$ cat src/rtl/cache_miss_ctrl.sv
// Miss sequencer: serialises port 0/1 cache misses into writeback + refill memory transactions.
// Optional request watchdog with sticky err output when MISS_CTRL_TIMEOUT_EN is defined.
module cache_miss_ctrl #(
  parameter int unsigned TAG_W  = 20,
  parameter int unsigned LINE_W = 128
`ifdef MISS_CTRL_TIMEOUT_EN
  ,
  parameter int unsigned TIMEOUT = 255
`endif
) (
  input  logic              clk,
  input  logic              rst_n,
  input  logic              miss_rd0,
  input  logic              miss_rd1,
  input  logic              miss_wr0,
  input  logic              miss_wr1,
  input  logic [31:0]       addr0,
  input  logic [31:0]       addr1,
  input  logic              dirty0,
  input  logic              dirty1,
  input  logic [TAG_W-1:0]  victim_tag0,
  input  logic [TAG_W-1:0]  victim_tag1,
  input  logic [LINE_W-1:0] victim_line0,
  input  logic [LINE_W-1:0] victim_line1,
  output logic              mem_req,
  output logic              mem_we,
  output logic [31:0]       mem_addr,
  output logic [LINE_W-1:0] mem_wdata,
  input  logic [LINE_W-1:0] mem_rdata,
  input  logic              mem_ack,
  output logic [LINE_W-1:0] refill_line,
  output logic              fill_wr0,
  output logic              fill_wr1,
  output logic              fill_rd0,
  output logic              fill_rd1,
`ifdef MISS_CTRL_TIMEOUT_EN
  output logic              err,
`endif
  output logic              stall,
  output logic              busy
);

  typedef enum logic [1:0] {IDLE, WB_REQ, RF_REQ, FILL} state_t;
  state_t state, state_next;

  logic [1:0]        miss_rd, miss_wr, dirty_in;
  logic [1:0]        pend, is_rd, dirty_q, clr, fill_rd, fill_wr;
  logic [31:0]       addr_in   [2];
  logic [TAG_W-1:0]  tag_in    [2];
  logic [LINE_W-1:0] line_in   [2];
  logic [29:0]       line_addr [2];
  logic [TAG_W-1:0]  tag_q     [2];
  logic [LINE_W-1:0] vline_q   [2];
  logic              sel, sel_next, tmo;
  logic              unused_addr_lsbs;

  assign miss_rd    = {miss_rd1, miss_rd0};
  assign miss_wr    = {miss_wr1, miss_wr0};
  assign dirty_in   = {dirty1, dirty0};
  assign addr_in[0] = addr0;
  assign addr_in[1] = addr1;
  assign tag_in[0]  = victim_tag0;
  assign tag_in[1]  = victim_tag1;
  assign line_in[0] = victim_line0;
  assign line_in[1] = victim_line1;
  assign unused_addr_lsbs = ^{addr0[1:0], addr1[1:0]};

  // Pending slots: a full slot ignores further misses until its sequence clears it
  always_ff @(posedge clk or negedge rst_n) begin
    if (!rst_n) begin
      pend    <= '0;
      is_rd   <= '0;
      dirty_q <= '0;
      for (int unsigned p = 0; p < 2; p++) begin
        line_addr[p] <= '0;
        tag_q[p]     <= '0;
        vline_q[p]   <= '0;
      end
    end else begin
      for (int unsigned p = 0; p < 2; p++) begin
        if (clr[p]) begin
          pend[p] <= 1'b0;
        end else if (!pend[p] && (miss_rd[p] || miss_wr[p])) begin
          pend[p]      <= 1'b1;
          is_rd[p]     <= miss_rd[p];
          dirty_q[p]   <= dirty_in[p];
          line_addr[p] <= addr_in[p][31:2];
          tag_q[p]     <= tag_in[p];
          vline_q[p]   <= line_in[p];
        end
      end
    end
  end

  always_ff @(posedge clk or negedge rst_n) begin
    if (!rst_n) begin
      state       <= IDLE;
      sel         <= 1'b0;
      refill_line <= '0;
    end else begin
      state <= state_next;
      sel   <= sel_next;
      if (state == RF_REQ && mem_ack) refill_line <= mem_rdata;
    end
  end

  always_comb begin
    state_next = state;
    sel_next   = sel;
    clr        = '0;
    fill_rd    = '0;
    fill_wr    = '0;
    case (state)
      IDLE: begin
        if (pend[0]) begin
          sel_next   = 1'b0;
          state_next = dirty_q[0] ? WB_REQ : RF_REQ;
        end else if (pend[1]) begin
          sel_next   = 1'b1;
          state_next = dirty_q[1] ? WB_REQ : RF_REQ;
        end
      end
      WB_REQ: begin
        if (tmo) begin
          clr[sel]   = 1'b1;
          state_next = IDLE;
        end else if (mem_ack) begin
          state_next = RF_REQ;
        end
      end
      RF_REQ: begin
        if (tmo) begin
          clr[sel]   = 1'b1;
          state_next = IDLE;
        end else if (mem_ack) begin
          state_next = FILL;
        end
      end
      FILL: begin
        clr[sel] = 1'b1;
        if (is_rd[sel]) fill_rd[sel] = 1'b1;
        else            fill_wr[sel] = 1'b1;
        // Chain straight into the other slot so stall never dips between sequences
        if (pend[~sel]) begin
          sel_next   = ~sel;
          state_next = dirty_q[~sel] ? WB_REQ : RF_REQ;
        end else begin
          state_next = IDLE;
        end
      end
      default: state_next = IDLE;
    endcase
  end

  assign mem_req = (state == WB_REQ) || (state == RF_REQ);
  assign mem_we  = (state == WB_REQ);

  always_comb begin
    mem_addr  = '0;
    mem_wdata = '0;
    if (state == WB_REQ) begin
      mem_addr  = {tag_q[sel], line_addr[sel][9:0], 2'b00};
      mem_wdata = vline_q[sel];
    end else if (state == RF_REQ) begin
      mem_addr  = {line_addr[sel], 2'b00};
    end
  end

  assign fill_rd0 = fill_rd[0];
  assign fill_rd1 = fill_rd[1];
  assign fill_wr0 = fill_wr[0];
  assign fill_wr1 = fill_wr[1];
  assign busy     = (state != IDLE);
  assign stall    = (|miss_rd) || (|miss_wr) || (|pend) || busy;

`ifdef MISS_CTRL_TIMEOUT_EN
  logic [7:0] tcnt;

  // Fires in the TIMEOUT-th consecutive request cycle without an ack
  assign tmo = mem_req && !mem_ack && (tcnt == 8'(TIMEOUT - 1));

  always_ff @(posedge clk or negedge rst_n) begin
    if (!rst_n) begin
      tcnt <= '0;
      err  <= 1'b0;
    end else begin
      err <= err || tmo;
      if (!mem_req || mem_ack || tmo) tcnt <= '0;
      else                            tcnt <= tcnt + 8'd1;
    end
  end
`else
  assign tmo = 1'b0;
`endif

endmodule

$ cat config.mk
export PLATFORM = sky130hd
export DESIGN_NAME = cache_miss_ctrl
export DESIGN_NICKNAME = d
export VERILOG_FILES = /design/src/rtl/cache_miss_ctrl.sv
export SDC_FILE = /design/constraint.sdc
export NUM_CORES = 1
export LEC_CHECK = 0
export ABC_AREA = 0
export CAP_MARGIN = 20
export CELL_PAD_IN_SITES_DETAIL_PLACEMENT = 0
export CELL_PAD_IN_SITES_GLOBAL_PLACEMENT = 2
export CORE_AREA = 8 8 303 305
export CTS_CLUSTER_SIZE = 16
export DETAILED_ROUTE_END_ITERATION = 8
export DIE_AREA = 0 0 311 313
export HOLD_SLACK_MARGIN = 0.08
export PLACE_DENSITY = 0.77
export SLEW_MARGIN = 20
export SYNTH_ARGS = -nofsm -noshare
export SYNTH_HDL_FRONTEND = slang
export SYNTH_SLANG_ARGS = --single-unit
export TNS_END_PERCENT = 1
$ cat constraint.sdc
create_clock -name clk -period 2.05 [get_ports clk]
set_input_delay 0.205 -clock clk [delete_from_list [all_inputs] [get_ports clk]]
set_output_delay 0.205 -clock clk [all_outputs]
set_load 0.1 [all_outputs]
==> results.sh <==
# source this file to load flow results
export IMPL_yosysWarnings=0
export IMPL_placed_cell_area_um2=33500
export IMPL_finalSetupTns_ps=-56370
export IMPL_post_cts_resize_count=81
export IMPL_clock_skew_ps=14.3
export IMPL_dieArea_um2=97300
export IMPL_warning_count=36
export IMPL_ys_seq_share_pct=56.4
export IMPL_violations="setup timing"
export IMPL_drt_met1_wl_um=30900
export IMPL_setup_viol=296
export IMPL_drive_above_1_share_pct=49.2
export IMPL_layout_top_cells="dfrtp_1 (492), clkdlybuf4s50_1 (491), mux2_2 (415)"
export IMPL_grtUsageMet3_pct=5.08
export IMPL_syn_inst=1486
export IMPL_seq_share_pct=34.1
export IMPL_status="finished, violations left"
export IMPL_vias=15300
export IMPL_layout_min_cycle_time_ps=2490
export IMPL_xor_share_pct=0
export IMPL_setup_slack_ps=-441
export IMPL_diodes=22
export IMPL_top_area_share_pct=56.4
export IMPL_top_layer_used="met5"
export IMPL_ys_flop_type="dfrtp_1"
export IMPL_crit_family="buffers and inverters"
export IMPL_bufAreaShareNonClock_pct=29.0
export IMPL_cp_required_ps=1850
export IMPL_dr_first_iter_drc_count=696
export IMPL_slowest_stage="dfrtp_4"
export IMPL_worstPathBufferInverterCount=3
export IMPL_clk_pin_slew_ps=60
**Signal wires on met4**

Scale: 1.5 px per um. Supply wires on this layer in grey.
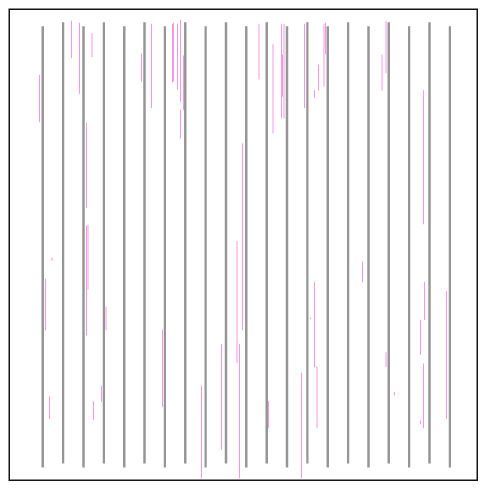
wire length on this layer: 2,090 um
longest straight run: 124 um
main direction: vertical
nets with wire on the layer: 31

**Metal 1**

Scale: 2 px per um. Supply wires on this layer in grey.
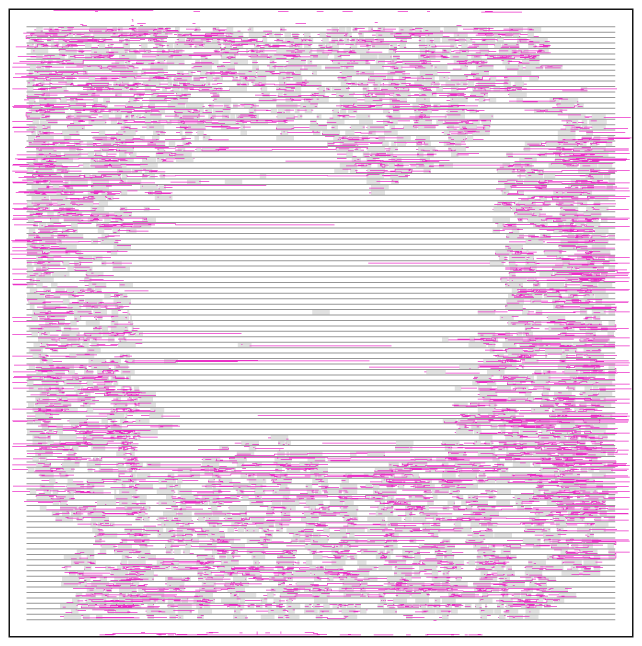
share of all routed wire: 39%
main direction: horizontal
nets with wire on the layer: 2,562
longest straight run: 118 um

